==> src/rtl/mips_md_pkg.sv <==
// mips_md_pkg
// Shared types and constants for the multi-cycle signed multiply/divide unit.
//   md_state_t : control FSM states
//   MD_WIDTH   : operand/result width
//   MD_ITER    : iterations per operation (one bit per cycle)
//   MD_CNT_W   : width of the iteration down-counter (must hold MD_ITER)
package mips_md_pkg;

  typedef enum logic [1:0] {
    IDLE   = 2'd0,
    MULT   = 2'd1,
    DIV    = 2'd2,
    FINISH = 2'd3
  } md_state_t;

  localparam int MD_WIDTH = 32;
  localparam int MD_ITER  = 32;
  localparam int MD_CNT_W = 6;

endpackage

==> src/rtl/md_booth_step.sv <==
// md_booth_step
// Combinational single radix-2 Booth step on the {A, Q, q-1} accumulator:
// conditional add/subtract of the multiplicand into A, then an arithmetic
// right shift of the whole accumulator by one bit.
//   i_acc          : current accumulator {A[WIDTH-1:0], Q[WIDTH-1:0], q-1}
//   i_multiplicand : signed multiplicand M
//   o_acc          : accumulator after one Booth step
module md_booth_step
  import mips_md_pkg::*;
#(
  parameter int WIDTH = MD_WIDTH
) (
  input  logic [2*WIDTH:0] i_acc,
  input  logic [WIDTH-1:0] i_multiplicand,
  output logic [2*WIDTH:0] o_acc
);

  logic [WIDTH:0] w_aExt;
  logic [WIDTH:0] w_mExt;
  logic [WIDTH:0] w_sum;

  // A and M are widened by one sign bit so that subtracting the most
  // negative multiplicand cannot overflow before the shift. The shift then
  // drops the sum's LSB into Q, and the extra sign bit becomes the new top
  // of A, which is exactly an arithmetic right shift of the 66-bit value.
  always_comb begin
    w_aExt = {i_acc[2*WIDTH], i_acc[2*WIDTH:WIDTH+1]};
    w_mExt = {i_multiplicand[WIDTH-1], i_multiplicand};
    case (i_acc[1:0])
      2'b01:   w_sum = w_aExt + w_mExt;
      2'b10:   w_sum = w_aExt - w_mExt;
      default: w_sum = w_aExt;
    endcase
    o_acc = {w_sum, i_acc[WIDTH:1]};
  end

endmodule

==> src/rtl/mult_div_unit.sv <==
// mult_div_unit
// Multi-cycle signed multiply/divide unit for the MIPS multi-cycle datapath.
// Multiply uses radix-2 Booth, divide uses restoring division on magnitudes
// with C-style truncation toward zero. One bit per cycle, ITER cycles.
//   clk, reset            : clock, synchronous active-high reset
//   a, b                  : rs / rt operands (signed), latched at start
//   mult_start, div_start : start requests, only honoured in IDLE
//   hi, lo                : mult {hi,lo} = product; div hi = rem, lo = quot
//   busy                  : operation in progress
//   done                  : one-cycle pulse when hi/lo take new results
//   div_zero              : one-cycle pulse when a divide by zero is refused
module mult_div_unit
  import mips_md_pkg::*;
#(
  parameter int WIDTH = MD_WIDTH,
  parameter int ITER  = MD_ITER
) (
  input  logic             clk,
  input  logic             reset,
  input  logic [WIDTH-1:0] a,
  input  logic [WIDTH-1:0] b,
  input  logic             mult_start,
  input  logic             div_start,
  output logic [WIDTH-1:0] hi,
  output logic [WIDTH-1:0] lo,
  output logic             busy,
  output logic             done,
  output logic             div_zero
);

  md_state_t             r_state;
  logic [MD_CNT_W-1:0]   r_cnt;
  logic [2*WIDTH:0]      r_acc;
  logic [WIDTH-1:0]      r_m;
  logic [WIDTH-1:0]      r_rem;
  logic [WIDTH-1:0]      r_quo;
  logic                  r_isDiv;
  logic                  r_negQ;
  logic                  r_negR;

  logic [2*WIDTH:0]      w_accNext;
  logic [WIDTH-1:0]      w_aMag;
  logic [WIDTH-1:0]      w_bMag;
  logic [WIDTH:0]        w_remShift;
  logic [WIDTH-1:0]      w_remSub;
  logic                  w_remFits;

  md_booth_step #(
    .WIDTH(WIDTH)
  ) u_booth (
    .i_acc         (r_acc),
    .i_multiplicand(r_m),
    .o_acc         (w_accNext)
  );

  // Operand magnitudes for the divider. The most negative value maps to
  // itself, which read as unsigned is the correct magnitude 2^(WIDTH-1).
  // One restoring step shifts the next dividend bit into the partial
  // remainder and subtracts the divisor if it fits. The remainder is always
  // below the divisor, so the shifted value needs only one extra bit and the
  // low WIDTH bits of the difference are exact whenever it fits.
  always_comb begin
    w_aMag     = a[WIDTH-1] ? -a : a;
    w_bMag     = b[WIDTH-1] ? -b : b;
    w_remShift = {r_rem, r_quo[WIDTH-1]};
    w_remFits  = (w_remShift >= {1'b0, r_m});
    w_remSub   = w_remShift[WIDTH-1:0] - r_m;
  end

  // Control FSM with all outputs registered. done and div_zero default low
  // so they can only ever be single-cycle pulses. The iteration counter is
  // loaded with ITER on start and the iterate state leaves on the step that
  // takes it to zero, so it never wraps.
  always_ff @(posedge clk) begin
    if (reset) begin
      r_state  <= IDLE;
      r_cnt    <= '0;
      r_acc    <= '0;
      r_m      <= '0;
      r_rem    <= '0;
      r_quo    <= '0;
      r_isDiv  <= 1'b0;
      r_negQ   <= 1'b0;
      r_negR   <= 1'b0;
      hi       <= '0;
      lo       <= '0;
      busy     <= 1'b0;
      done     <= 1'b0;
      div_zero <= 1'b0;
    end else begin
      done     <= 1'b0;
      div_zero <= 1'b0;
      case (r_state)
        IDLE: begin
          if (mult_start) begin
            r_acc   <= {{WIDTH{1'b0}}, b, 1'b0};
            r_m     <= a;
            r_isDiv <= 1'b0;
            r_cnt   <= MD_CNT_W'(ITER);
            busy    <= 1'b1;
            r_state <= MULT;
          end else if (div_start) begin
            if (b == '0) begin
              div_zero <= 1'b1;
            end else begin
              r_rem   <= '0;
              r_quo   <= w_aMag;
              r_m     <= w_bMag;
              r_negQ  <= a[WIDTH-1] ^ b[WIDTH-1];
              r_negR  <= a[WIDTH-1];
              r_isDiv <= 1'b1;
              r_cnt   <= MD_CNT_W'(ITER);
              busy    <= 1'b1;
              r_state <= DIV;
            end
          end
        end
        MULT: begin
          r_acc <= w_accNext;
          r_cnt <= r_cnt - MD_CNT_W'(1);
          if (r_cnt == MD_CNT_W'(1)) begin
            r_state <= FINISH;
          end
        end
        DIV: begin
          if (w_remFits) begin
            r_rem <= w_remSub;
            r_quo <= {r_quo[WIDTH-2:0], 1'b1};
          end else begin
            r_rem <= w_remShift[WIDTH-1:0];
            r_quo <= {r_quo[WIDTH-2:0], 1'b0};
          end
          r_cnt <= r_cnt - MD_CNT_W'(1);
          if (r_cnt == MD_CNT_W'(1)) begin
            r_state <= FINISH;
          end
        end
        FINISH: begin
          if (r_isDiv) begin
            hi <= r_negR ? -r_rem : r_rem;
            lo <= r_negQ ? -r_quo : r_quo;
          end else begin
            hi <= r_acc[2*WIDTH:WIDTH+1];
            lo <= r_acc[WIDTH:1];
          end
          done    <= 1'b1;
          busy    <= 1'b0;
          r_state <= IDLE;
        end
        default: begin
          r_state <= IDLE;
        end
      endcase
    end
  end

endmodule

==> config.mk <==
export PLATFORM = sky130hd
export DESIGN_NAME = mult_div_unit
export DESIGN_NICKNAME = d
export VERILOG_FILES = /design/src/rtl/mips_md_pkg.sv /design/src/rtl/md_booth_step.sv /design/src/rtl/mult_div_unit.sv
export SDC_FILE = /design/constraint.sdc
export NUM_CORES = 1
export LEC_CHECK = 0
export ABC_CLOCK_PERIOD_IN_PS = 5870
export CAP_MARGIN = 0
export CORE_MARGIN = 5
export CORE_UTILIZATION = 60
export DETAILED_ROUTE_END_ITERATION = 8
export PLACE_DENSITY = 0.82
export SETUP_SLACK_MARGIN = 0.2
export SYNTH_ARGS = -nofsm -noshare
export SYNTH_HDL_FRONTEND = slang
export SYNTH_SLANG_ARGS = --single-unit
==> constraint.sdc <==
create_clock -name clk -period 5.87 [get_ports clk]
set_input_delay 1.761 -clock clk [delete_from_list [all_inputs] [get_ports clk]]
set_output_delay 1.761 -clock clk [all_outputs]
set_load 0.005 [all_outputs]
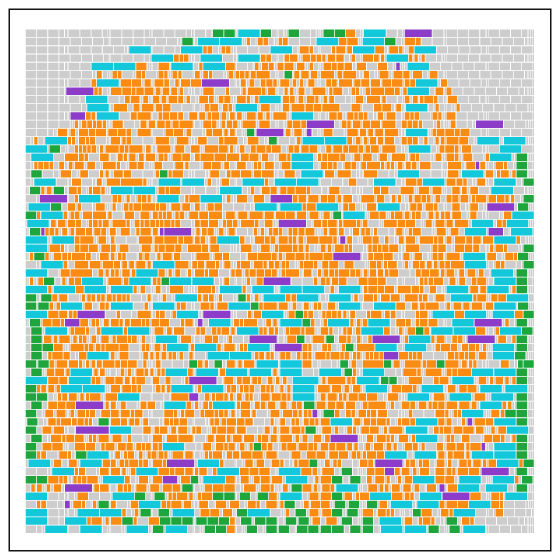
**Above:** run 1 (placement by cell class).
Fill, decap, tap and diode cells in gray.
Key: flops = cyan [cells 239]; other buffers and delay cells = green [cells 160]; combinational and other logic = orange [cells 1839]; clock drivers and dummy loads = purple [cells 48]

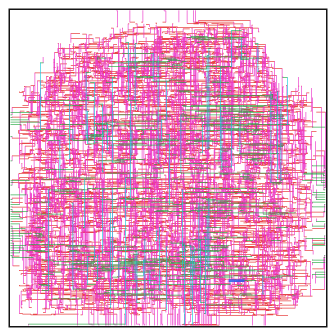
**Above:** run 1 (wiring by layer).
Key: metal 5 = blue [wire length 7.40 um]; metal 3 = green [wire length 4360 um]; metal 1 = red [wire length 22.0 mm]; metal 2 = magenta [wire length 23.6 mm]; metal 4 = cyan [wire length 2000 um]
via count: 16800
wire per inst: 19.5 um
total wirelength of the detailed-routed design: 51.9 mm
total global-route track usage: 32.1%

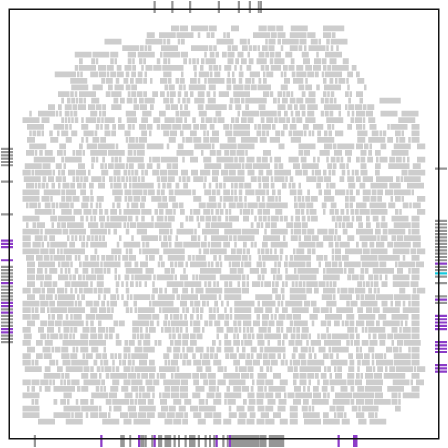
**Above:** run 1 (ports around the boundary).
Pins as bars across the die edge, other pins in gray.
Key: div_start = cyan [pins 1, direction input, edge right]; lo = purple [pins 32, direction output, edge 14 right, 10 left, 8 bottom]
All pins by edge: 56 bottom, 36 left, 35 right, 8 top.

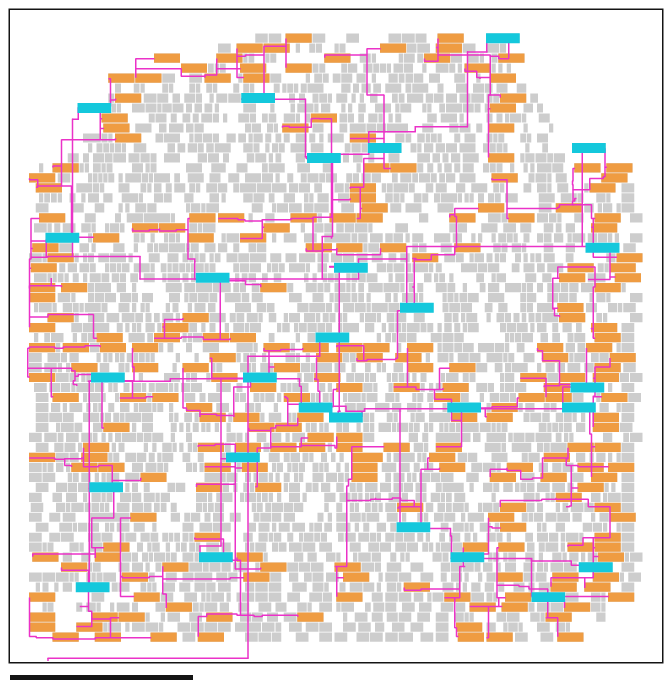
**Above:** run 1 (clock distribution).
Scale bar: 50 um.
Key: flip-flops = orange [count 239]; clock drivers = cyan [count 27]; clock wires = magenta [length 3210 um]
Position of the flops: widely spread. There are 28 routed clock nets.

==> flow report, run 1 <==
======================================================================================
Core box area                                                              27800 sq um
Initial antenna violation count                                                      1
Starting DRC count in detailed routing                                            1896
Layout Nets                                                                       2414
Number of I/O port buffers                                                         134
Cell depth of the worst flop-to-flop path                                           17
Buffers from clock root to sink, at most                                             3
Final Power                                                                    7.83 mW
Clock tree from TritonCTS                                                         done
Worst setup slack after placement                                             0.584 ns
Worst setup path endpoint                                                    r_rem[29]
Inverters                                                                           83
Die area                                                                   31600 sq um
Number of flip-flops in the largest register                                        65
Chip area from the yosys synthesis statistics                              16900 sq um
Clk Latency, worst-skew pair                                                   0.56 ns
Number of distinct standard cells referenced by the synthesized netlist             82
Fmax achieved                                                                  208 MHz
Most common logic cells in the final layout                               sky130_fd_sc_hd__nor2_1 (251), sky130_fd_sc_hd__nand2_1 (249), sky130_fd_sc_hd__dfxtp_1 (238), sky130_fd_sc_hd__a21oi_1 (192), sky130_fd_sc_hd__o21ai_0 (144)
Hold endpoint                                                                   hi[27]
Number of DRC violations after detailed routing                                      0
Global-route wire length before repair                                         82.8 mm
Library cell contributing the largest single delay on the critical path   sky130_fd_sc_hd__or4_1
Series of cell instances along the critical path                          clkdlybuf4s50_1, or4_1, nor4_1, nand4_1, or3_4, nand3_2, a211o_1, nand2b_1, o21ai_0
Number of H-tree levels                                                              1
Core occupancy in the finished layout                                            69.3%
Crit-path leading delay family                                            simple AND/OR/NAND/NOR gates
FA/HA/MAJ Cells, Area Fraction                                                   5.95%
Leading post-synthesis cells by instance count                            sky130_fd_sc_hd__nor2_1 (252), sky130_fd_sc_hd__nand2_1 (249), sky130_fd_sc_hd__dfxtp_1 (239), sky130_fd_sc_hd__a21oi_1 (192), sky130_fd_sc_hd__o21ai_0 (146)
Post-DP HPWL                                                                   38.3 mm
Number of OpenROAD warnings                                                         31
Multi-input gates                                                                 1756
Slew of the pin with the lowest slew margin                                    1.02 ns
Die W                                                                           178 um
Final worst setup slack                                                        1.06 ns
Result of the run                                                         complete, no violations
Combinational power                                                            3.94 mW
Clock share of power                                                             21.4%
Placement-stage cell area                                                  18400 sq um
RSZ-0062 raised after global routing                                             false
Largest cells by area after synthesis                                     sky130_fd_sc_hd__dfxtp_1 (28%), sky130_fd_sc_hd__ha_1 (5.7%), sky130_fd_sc_hd__a21oi_1 (5.7%)
Endpoint kind of the worst setup timing path                                 flip-flop
Net switching power                                                            3.43 mW
Number of global-route vias before repair                                        15600
Top FF cell, synth                                                        sky130_fd_sc_hd__dfxtp_1
Compound Share, Synth                                                            25.2%
Clock network area share                                                         4.49%
Highest ir drop seen on vdd                                                     323 uV
Slew headroom                                                                    32.1%
Met3 Resource Use GR                                                             3.66%
Fraction of area in non-clock buffers                                            7.96%
Count of clock buffers in the final design                                          37
Buffer cell driving the clock tree root                                   sky130_fd_sc_hd__clkbuf_16
Area occupied by registers                                                  4790 sq um
CTS-repair resized insts                                                             0
Number of cells in Yosys stat                                                     2208
Slowest stage delay, CP                                                        0.62 ns
Switching part of the total power                                                43.8%
Reg-to-Reg End                                                               r_acc[64]
Kind of launch point of the worst setup path                                input port
Sequential group share of total power                                            28.2%
Register-to-register path setup slack                                          1.31 ns
Flip-flops with a built-in enable                                                    0
Final-report setup violation count                                                   0
Seq share, synth                                                                 28.4%
Crit path depth                                                                      9
Final RePlAce weighted congestion                                                 1.01
Initial Utilization                                                              60.7%
Clock tree skew after final layout                                           0.0160 ns
Non-clock buffer total of the final layout                                         160
Critical setup path kind                                                  input port to flip-flop
Critical path data arrival time                                                5.23 ns
FP Rows                                                                             61
PwrDens                                                                    406 nW/um^2
TritonCTS buffer count                                                              27
Launch point of the worst reg-to-reg path                                       r_m[6]
Number of standard cells after synthesis                                          2208
Synth Area in Simple Gates                                                       18.9%
First drt pass iteration count                                                       6
Number of placed instances, taps included                                         2616
Detailed-routing wirelength on met1                                            22.0 mm
Hold violation count in the final report                                             0
Hold buffer count at CTS                                                             0
Die Height                                                                      178 um
Uppermost layer routed                                                            met5
Power in sequential cells                                                      2.21 mW
Avg Vias per Cell                                                                 6.31
Top power consumer group                                                  combinational logic
Main logic family after synthesis                                         AND-OR/OR-AND gates
Cell area after technology mapping                                         16900 sq um
Met2 routing resource usage after global routing                                 52.9%
Crit share post-route                                                            81.9%
Diodes inserted                                                                      0
Kind of path behind the tightest hold check                               flip-flop to flip-flop
WP buf/inv                                                                           1
Number of sequential cells                                                         239
Global-route track usage on met1                                                 44.0%
Setup TNS                                                                         0 ns
Comb gate area                                                             11300 sq um
CTS sink cnt                                                                       239
CTS clock-pin slew for the worst setup and hold paths                          0.06 ns
Top-area cell type share of the netlist area                                     28.4%
Number of non-filler instances in the completed layout                            2664
Top register by number of flip-flops                                             r_acc
Power in the clock group                                                       1.67 mW
Cell type with the largest total area after synthesis                     sky130_fd_sc_hd__dfxtp_1
Data required, critical path                                                   6.30 ns
Leakage power                                                                  7.28 nW
Fraction of layout cells with a size suffix above 1                              5.03%
Net count after synthesis                                                         2355
Worst hold slack                                                              0.463 ns
Flops out of synthesis                                                             239
Synth top cell by count                                                   sky130_fd_sc_hd__nor2_1
Sequential share of cell area                                                    24.9%
Final design instance area without fill                                    19300 sq um
Portion of total power attributed to combinational logic                         50.4%
I/O pin cnt                                                                        135
Origin of the worst setup path                                                   b[23]
Area growth from synthesis to layout                                             14.2%
Average instance area after synthesis                                       7.64 sq um
Met3 WL post-DR                                                                4.36 mm
Number of pins with negative max-slew slack in the final report                      0
Highest net fanout along the worst path                                             16
Critical hold path startpoint                                                   hi[27]
Synth async-reset ratio                                                             0%
Largest net degree at the start of global routing                                   75
GRT Max-Usage Layer                                                               met2
Mux cell area share                                                              5.83%
Number of instances on the worst hold path                                           2
DR WL met2                                                                     23.6 mm
======================================================================================
**Run 1: placed standard cells**

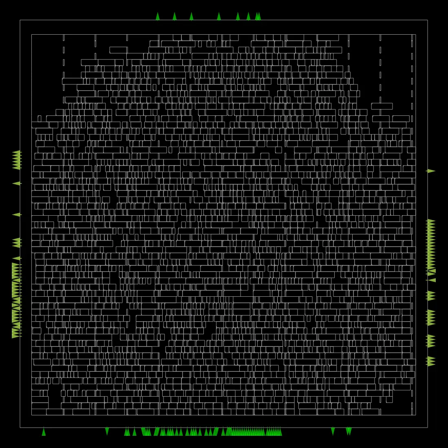

==> run 2, diff against run 1 <==
- ABC_CLOCK_PERIOD_IN_PS: 5870 -> 4750
- clock period: 5.87 -> 4.75 ns (I/O delays scaled with it)
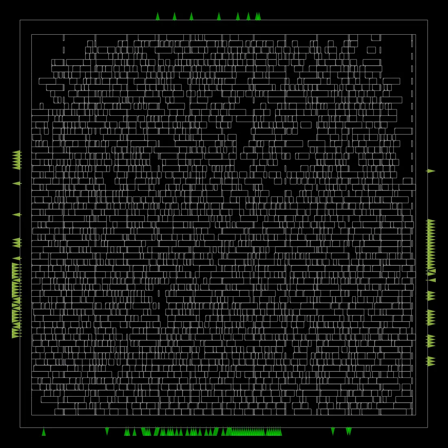
**Above:** run 2 (placed standard cells).
core occupancy in the finished layout: 70.1%
Well-Tap Cells: 378

==> run 2 against run 1 <==
Net effect: cell count up 0.49%; global-route usage up 1.1 points; highest routed layer unchanged; critical path depth up 8; core utilization up 0.76 points; clock skew up 0.00053 ns; worst hold slack better by 0.0077 ns; flip-flop count unchanged; first-iteration DRC count up 0.58%; non-clock buffer count up 11; area after synthesis unchanged; setup slack worse by 0.53 ns.
==> flow report, run 2 <==
======================================================================================
Result of the run                                                         complete, no violations
Area growth from synthesis to layout                                             15.4%
CTS sink cnt                                                                       239   unchanged
Global-route wire length before repair                                         84.6 mm   +2.2%
Worst setup slack after placement                                             0.129 ns   -0.454 ns
Power in sequential cells                                                      2.73 mW   +24%
Core box area                                                              27800 sq um   unchanged
Clock network area share                                                         4.91%   +0.41 points
Cell area after technology mapping                                         16900 sq um   unchanged
Largest cells by area after synthesis                                     sky130_fd_sc_hd__dfxtp_1 (28%), sky130_fd_sc_hd__ha_1 (5.7%), sky130_fd_sc_hd__a21oi_1 (5.7%)
Switching part of the total power                                                43.3%   -0.50 points
Number of non-filler instances in the completed layout                            2677   +0.49%
Number of sequential cells                                                         239   unchanged
Number of instances on the worst hold path                                           2   unchanged
Synth Area in Simple Gates                                                       18.9%   unchanged
Endpoint kind of the worst setup timing path                                 flip-flop
Die Height                                                                      178 um   unchanged
Launch point of the worst reg-to-reg path                                       r_m[7]
Highest net fanout along the worst path                                              4   -12
Comb gate area                                                             11300 sq um   unchanged
Layout Nets                                                                       2425   +0.46%
Fraction of layout cells with a size suffix above 1                              5.57%   +0.54 points
FP Rows                                                                             61   unchanged
Compound Share, Synth                                                            25.2%   unchanged
Avg Vias per Cell                                                                 6.34   +0.53%
Final antenna-violating net count                                                    0
Number of I/O port buffers                                                         134   unchanged
Top FF cell, synth                                                        sky130_fd_sc_hd__dfxtp_1
Final worst setup slack                                                       0.535 ns   -0.527 ns
Highest ir drop seen on vdd                                                     389 uV   +21%
Flops out of synthesis                                                             239   unchanged
Chip area from the yosys synthesis statistics                              16900 sq um   unchanged
Number of cells in Yosys stat                                                     2208   unchanged
Combinational power                                                            4.99 mW   +27%
Number of distinct standard cells referenced by the synthesized netlist             82   unchanged
Inverters                                                                           83   unchanged
Uppermost layer routed                                                            met5
Data required, critical path                                                   5.23 ns   -1.07 ns
Number of global-route vias before repair                                        15600   -0.19%
Top-area cell type share of the netlist area                                     28.4%   unchanged
Portion of total power attributed to combinational logic                         50.0%   -0.4 points
Initial Utilization                                                              60.7%   unchanged
Number of pins with negative max-slew slack in the final report                      0   unchanged
Multi-input gates                                                                 1756   unchanged
TritonCTS buffer count                                                              27   unchanged
Net switching power                                                            4.32 mW   +26%
Leakage power                                                                  7.38 nW   +1.4%
Crit path depth                                                                     17   +8
Flip-flops with a built-in enable                                                    0   unchanged
Worst setup path endpoint                                                    r_acc[64]
Wire per inst                                                                  20.2 um   +3.8%
Met3 WL post-DR                                                                4.62 mm   +6.0%
Slew headroom                                                                    17.6%   -15 points
Number of H-tree levels                                                              1   unchanged
Crit share post-route                                                            88.7%
Top register by number of flip-flops                                             r_acc
Cell type with the largest total area after synthesis                     sky130_fd_sc_hd__dfxtp_1
Clock tree from TritonCTS                                                         done
Total wirelength of the detailed-routed design                                 54.2 mm   +4.3%
Hold buffer count at CTS                                                             0   unchanged
Met3 Resource Use GR                                                             4.24%   +0.58 points
Series of cell instances along the critical path                          nor4_1, and4_1, and2_1, nand3_1, o21bai_1, o21ai_0, xnor2_1, ha_1, and4_1, nand2b_1, o211ai_1, a21o_1, nor3_1, a21oi_1, a211oi_1, xnor2_1, o32ai_1
Reg-to-Reg End                                                               r_acc[64]
Final RePlAce weighted congestion                                                0.997   -1.5%
Area occupied by registers                                                  4790 sq um   unchanged
Number of flip-flops in the largest register                                        65   unchanged
Setup TNS                                                                         0 ns   unchanged
Critical path data arrival time                                                4.70 ns   -0.53 ns
Most common logic cells in the final layout                               sky130_fd_sc_hd__nor2_1 (251), sky130_fd_sc_hd__nand2_1 (249), sky130_fd_sc_hd__dfxtp_1 (238), sky130_fd_sc_hd__a21oi_1 (192), sky130_fd_sc_hd__o21ai_0 (144)
Critical setup path kind                                                  flip-flop to flip-flop
Clock tree skew after final layout                                           0.0165 ns   +0.000530 ns
DR WL met2                                                                     24.4 mm   +3.3%
Detailed-routing wirelength on met1                                            23.1 mm   +4.9%
Seq share, synth                                                                 28.4%   unchanged
Fraction of area in non-clock buffers                                            8.49%   +0.53 points
Post-DP HPWL                                                                   40.2 mm   +5.0%
Crit-path leading delay family                                            simple AND/OR/NAND/NOR gates
Clock share of power                                                             22.7%   +1.3 points
Synth async-reset ratio                                                             0%   unchanged
FA/HA/MAJ Cells, Area Fraction                                                   5.95%   unchanged
Sequential share of cell area                                                    24.6%   -0.27 points
Synth top cell by count                                                   sky130_fd_sc_hd__nor2_1
Register-to-register path setup slack                                          0.54 ns   -0.77 ns
Placement-stage cell area                                                  18500 sq um   +0.65%
Non-clock buffer total of the final layout                                         171   +6.9%
Number of DRC violations after detailed routing                                      0   unchanged
Final Power                                                                    9.99 mW   +28%
Hold violation count in the final report                                             0   unchanged
I/O pin cnt                                                                        135   unchanged
Buffers from clock root to sink, at most                                             3   unchanged
Average instance area after synthesis                                       7.64 sq um   unchanged
Slowest stage delay, CP                                                        0.40 ns   -0.22 ns
Library cell contributing the largest single delay on the critical path   sky130_fd_sc_hd__nor4_1
First drt pass iteration count                                                       7   +1
Kind of path behind the tightest hold check                               flip-flop to flip-flop
Final-report setup violation count                                                   0   unchanged
Diodes inserted                                                                      0   unchanged
Die W                                                                           178 um   unchanged
Net count after synthesis                                                         2355   unchanged
Sequential group share of total power                                            27.3%   -0.9 points
Final design instance area without fill                                    19500 sq um   +1.1%
Fmax achieved                                                                  237 MHz
Starting DRC count in detailed routing                                            1907   +0.58%
Leading post-synthesis cells by instance count                            sky130_fd_sc_hd__nor2_1 (252), sky130_fd_sc_hd__nand2_1 (249), sky130_fd_sc_hd__dfxtp_1 (239), sky130_fd_sc_hd__a21oi_1 (192), sky130_fd_sc_hd__o21ai_0 (146)
Hold endpoint                                                                   hi[31]
Origin of the worst setup path                                                  r_m[7]
Clk Latency, worst-skew pair                                                   0.57 ns   about the same
Kind of launch point of the worst setup path                                 flip-flop
Slew of the pin with the lowest slew margin                                    1.23 ns   +0.216 ns
Initial antenna violation count                                                      1   unchanged
Worst hold slack                                                              0.471 ns   +0.00770 ns
CTS clock-pin slew for the worst setup and hold paths                          0.07 ns   about the same
Global-route track usage on met1                                                 46.0%   +2.0 points
Count of clock buffers in the final design                                          37   unchanged
CTS-repair resized insts                                                             0   unchanged
Power in the clock group                                                       2.27 mW   +36%
RSZ-0062 raised after global routing                                             false
PwrDens                                                                    513 nW/um^2   +26%
Main logic family after synthesis                                         AND-OR/OR-AND gates
GRT Max-Usage Layer                                                               met2
Mux cell area share                                                              5.83%   unchanged
Number of OpenROAD warnings                                                         31   unchanged
WP buf/inv                                                                           0   -1
Cell depth of the worst flop-to-flop path                                           17   unchanged
Largest net degree at the start of global routing                                   84   +12%
======================================================================================
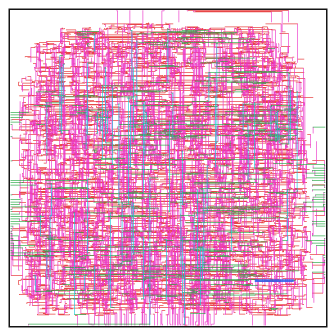
**Above:** run 2 (wiring by layer).
Key: metal 3 = green [wire length 4620 um]; metal 1 = red [wire length 23.1 mm]; metal 2 = magenta [wire length 24.4 mm]; metal 5 = blue [wire length 20.2 um]; metal 4 = cyan [wire length 2090 um]
via count: 17000
total global-route track usage: 33.2%

**Run 2: placement by cell class**

Fill, decap, tap and diode cells in gray.
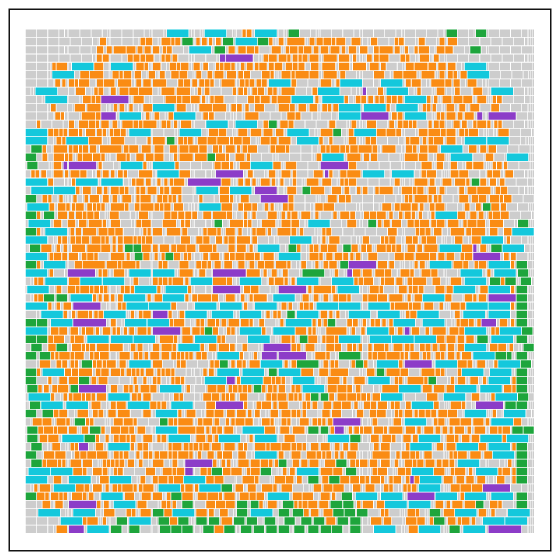

==> run 3, diff against run 2 <==
- ABC_CLOCK_PERIOD_IN_PS: 4750 -> 4400
- CORE_MARGIN: 5 -> default
- clock period: 4.75 -> 4.4 ns (I/O delays scaled with it)
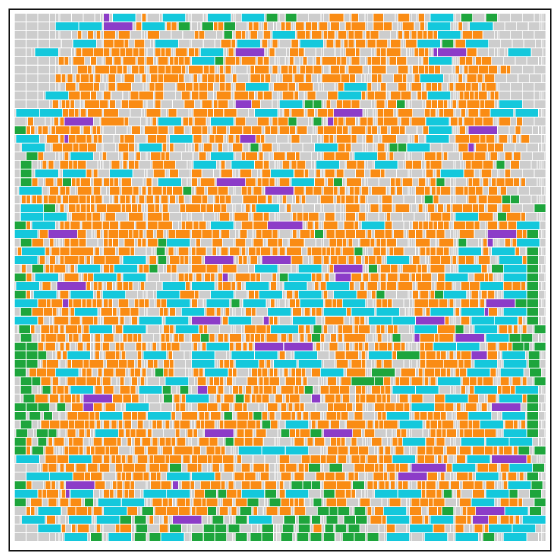
**Above:** run 3 (placement by cell class).
Fill, decap, tap and diode cells in gray.
Key: other buffers and delay cells = green [cells 203]; clock drivers and dummy loads = purple [cells 52]; combinational and other logic = orange [cells 1839]; flops = cyan [cells 239]

==> run 3 against run 2 <==
Net effect: design area is 1.3% higher; first-iteration DRC count shrank 12%; fmax is 3.6% higher; core utilization up 1.1 points; synthesized cell count did not move; non-clock buffer count increased by 32; clock power is 5% higher; setup slack worse by 0.21 ns; die size down 8.8%; wire length is 2.0% lower; via count down 0.25%; highest routed layer is now met4.
==> flow report, run 3 <==
======================================================================================
Hold endpoint                                                                   hi[31]
Global-route track usage on met1                                                 48.6%   +2.5 points
Initial Utilization                                                              60.9%   +0.17 points
Synth top cell by count                                                   sky130_fd_sc_hd__nor2_1
Flops out of synthesis                                                             239   unchanged
Critical path data arrival time                                                4.58 ns   -0.12 ns
Number of pins with negative max-slew slack in the final report                      0   unchanged
Critical setup path kind                                                  flip-flop to flip-flop
Number of I/O port buffers                                                         134   unchanged
Comb gate area                                                             11300 sq um   +0.29%
Reg-to-Reg End                                                               r_acc[62]
Count of clock buffers in the final design                                          37   unchanged
Total wirelength of the detailed-routed design                                 53.1 mm   -2.0%
Layout Nets                                                                       2458   +1.4%
Result of the run                                                         complete, no violations
Number of global-route vias before repair                                        15700   +0.54%
Sequential share of cell area                                                    24.3%   -0.33 points
Cell type with the largest total area after synthesis                     sky130_fd_sc_hd__dfxtp_1
Data required, critical path                                                   4.91 ns   -0.32 ns
Non-clock buffer total of the final layout                                         203   +19%
CTS-repair resized insts                                                             0   unchanged
GRT Max-Usage Layer                                                               met2
Chip area from the yosys synthesis statistics                              16900 sq um   unchanged
First drt pass iteration count                                                       7   unchanged
Highest net fanout along the worst path                                              4   unchanged
Flip-flops with a built-in enable                                                    0   unchanged
WP buf/inv                                                                           1   +1
Library cell contributing the largest single delay on the critical path   sky130_fd_sc_hd__dfxtp_1
Hold buffer count at CTS                                                             0   unchanged
Fraction of area in non-clock buffers                                            9.59%   +1.1 points
Fraction of layout cells with a size suffix above 1                              7.24%   +1.7 points
Endpoint kind of the worst setup timing path                                 flip-flop
I/O pin cnt                                                                        135   unchanged
Crit share post-route                                                            92.5%   +3.8 points
Slew headroom                                                                    22.8%   +5.3 points
Total global-route track usage                                                   36.4%   +3.2 points
Placement-stage cell area                                                  18800 sq um   +1.3%
Power in sequential cells                                                      2.96 mW   +8.4%
Launch point of the worst reg-to-reg path                                       r_m[6]
Kind of launch point of the worst setup path                                 flip-flop
Worst setup path endpoint                                                    r_acc[62]
CTS sink cnt                                                                       239   unchanged
Register-to-register path setup slack                                          0.33 ns   -0.21 ns
TritonCTS buffer count                                                              28   +3.7%
Multi-input gates                                                                 1756   unchanged
Switching part of the total power                                                43.3%   +0.068 points
Net count after synthesis                                                         2355   unchanged
Top-area cell type share of the netlist area                                     28.4%   unchanged
Leakage power                                                                  7.54 nW   +2.2%
Clock share of power                                                             22.1%   -0.6 points
Number of distinct standard cells referenced by the synthesized netlist             82   unchanged
Number of OpenROAD warnings                                                         32   +3.2%
Cell area after technology mapping                                         16900 sq um   unchanged
Detailed-routing wirelength on met1                                            22.4 mm   -2.7%
Series of cell instances along the critical path                          nor4_1, buf_4, and4_1, and2_4, nand3_1, o21bai_1, o21ai_0, xnor2_1, ha_1, and4_1, nand4_1, a21oi_2, nor2_1, a211oi_2, nor3_1, o31ai_1, o2bb2ai_1
FP Rows                                                                             61   unchanged
Setup TNS                                                                         0 ns   unchanged
Clock tree skew after final layout                                           0.0218 ns   +0.00530 ns
Clock tree from TritonCTS                                                         done
Crit path depth                                                                     17   unchanged
Net switching power                                                            4.66 mW   +7.8%
Die W                                                                           170 um   -4.5%
Diodes inserted                                                                      0   unchanged
Fmax achieved                                                                  246 MHz   +3.6%
Inverters                                                                           83   unchanged
Well-Tap Cells                                                                     378   unchanged
Number of H-tree levels                                                              1   unchanged
Cell depth of the worst flop-to-flop path                                           17   unchanged
Buffers from clock root to sink, at most                                             3   unchanged
Sequential group share of total power                                            27.5%   +0.2 points
Top FF cell, synth                                                        sky130_fd_sc_hd__dfxtp_1
Number of instances on the worst hold path                                           2   unchanged
Mux cell area share                                                              5.83%   unchanged
Final design instance area without fill                                    19700 sq um   +1.3%
Met3 WL post-DR                                                                4.47 mm   -3.2%
Largest cells by area after synthesis                                     sky130_fd_sc_hd__dfxtp_1 (28%), sky130_fd_sc_hd__ha_1 (5.7%), sky130_fd_sc_hd__a21oi_1 (5.7%)
Core occupancy in the finished layout                                            71.2%   +1.1 points
Highest ir drop seen on vdd                                                     404 uV   +3.9%
Via count                                                                        16900   -0.25%
Final worst setup slack                                                       0.330 ns   -0.205 ns
PwrDens                                                                    545 nW/um^2   +6.2%
Power in the clock group                                                       2.38 mW   +5%
Final-report setup violation count                                                   0   unchanged
Combinational power                                                            5.42 mW   +8.6%
Clk Latency, worst-skew pair                                                   0.58 ns   about the same
Global-route wire length before repair                                         83.3 mm   -1.5%
Synth Area in Simple Gates                                                       18.9%   unchanged
Starting DRC count in detailed routing                                            1675   -12%
Final Power                                                                    10.8 mW   +7.7%
Crit-path leading delay family                                            simple AND/OR/NAND/NOR gates
Leading post-synthesis cells by instance count                            sky130_fd_sc_hd__nor2_1 (252), sky130_fd_sc_hd__nand2_1 (249), sky130_fd_sc_hd__dfxtp_1 (239), sky130_fd_sc_hd__a21oi_1 (192), sky130_fd_sc_hd__o21ai_0 (146)
Number of sequential cells                                                         239   unchanged
Seq share, synth                                                                 28.4%   unchanged
RSZ-0062 raised after global routing                                              true
Area growth from synthesis to layout                                             17.0%
Slew of the pin with the lowest slew margin                                    1.15 ns   -0.0788 ns
Uppermost layer routed                                                            met4
Number of non-filler instances in the completed layout                            2711   +1.3%
Wire per inst                                                                  19.6 um   -3.2%
======================================================================================
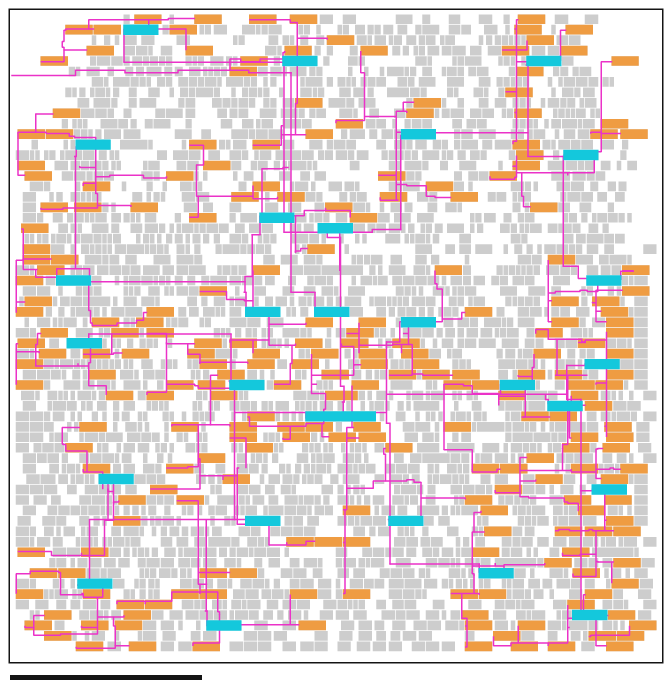
**Above:** run 3 (clock distribution).
Scale bar: 50 um.
Key: clock drivers = cyan [count 28]; clock wires = magenta [length 3350 um]; flip-flops = orange [count 239]
Position of the flops: widely spread. There are 29 routed clock nets.

Power figures rest on the tool's default switching activity, not on a simulated workload.
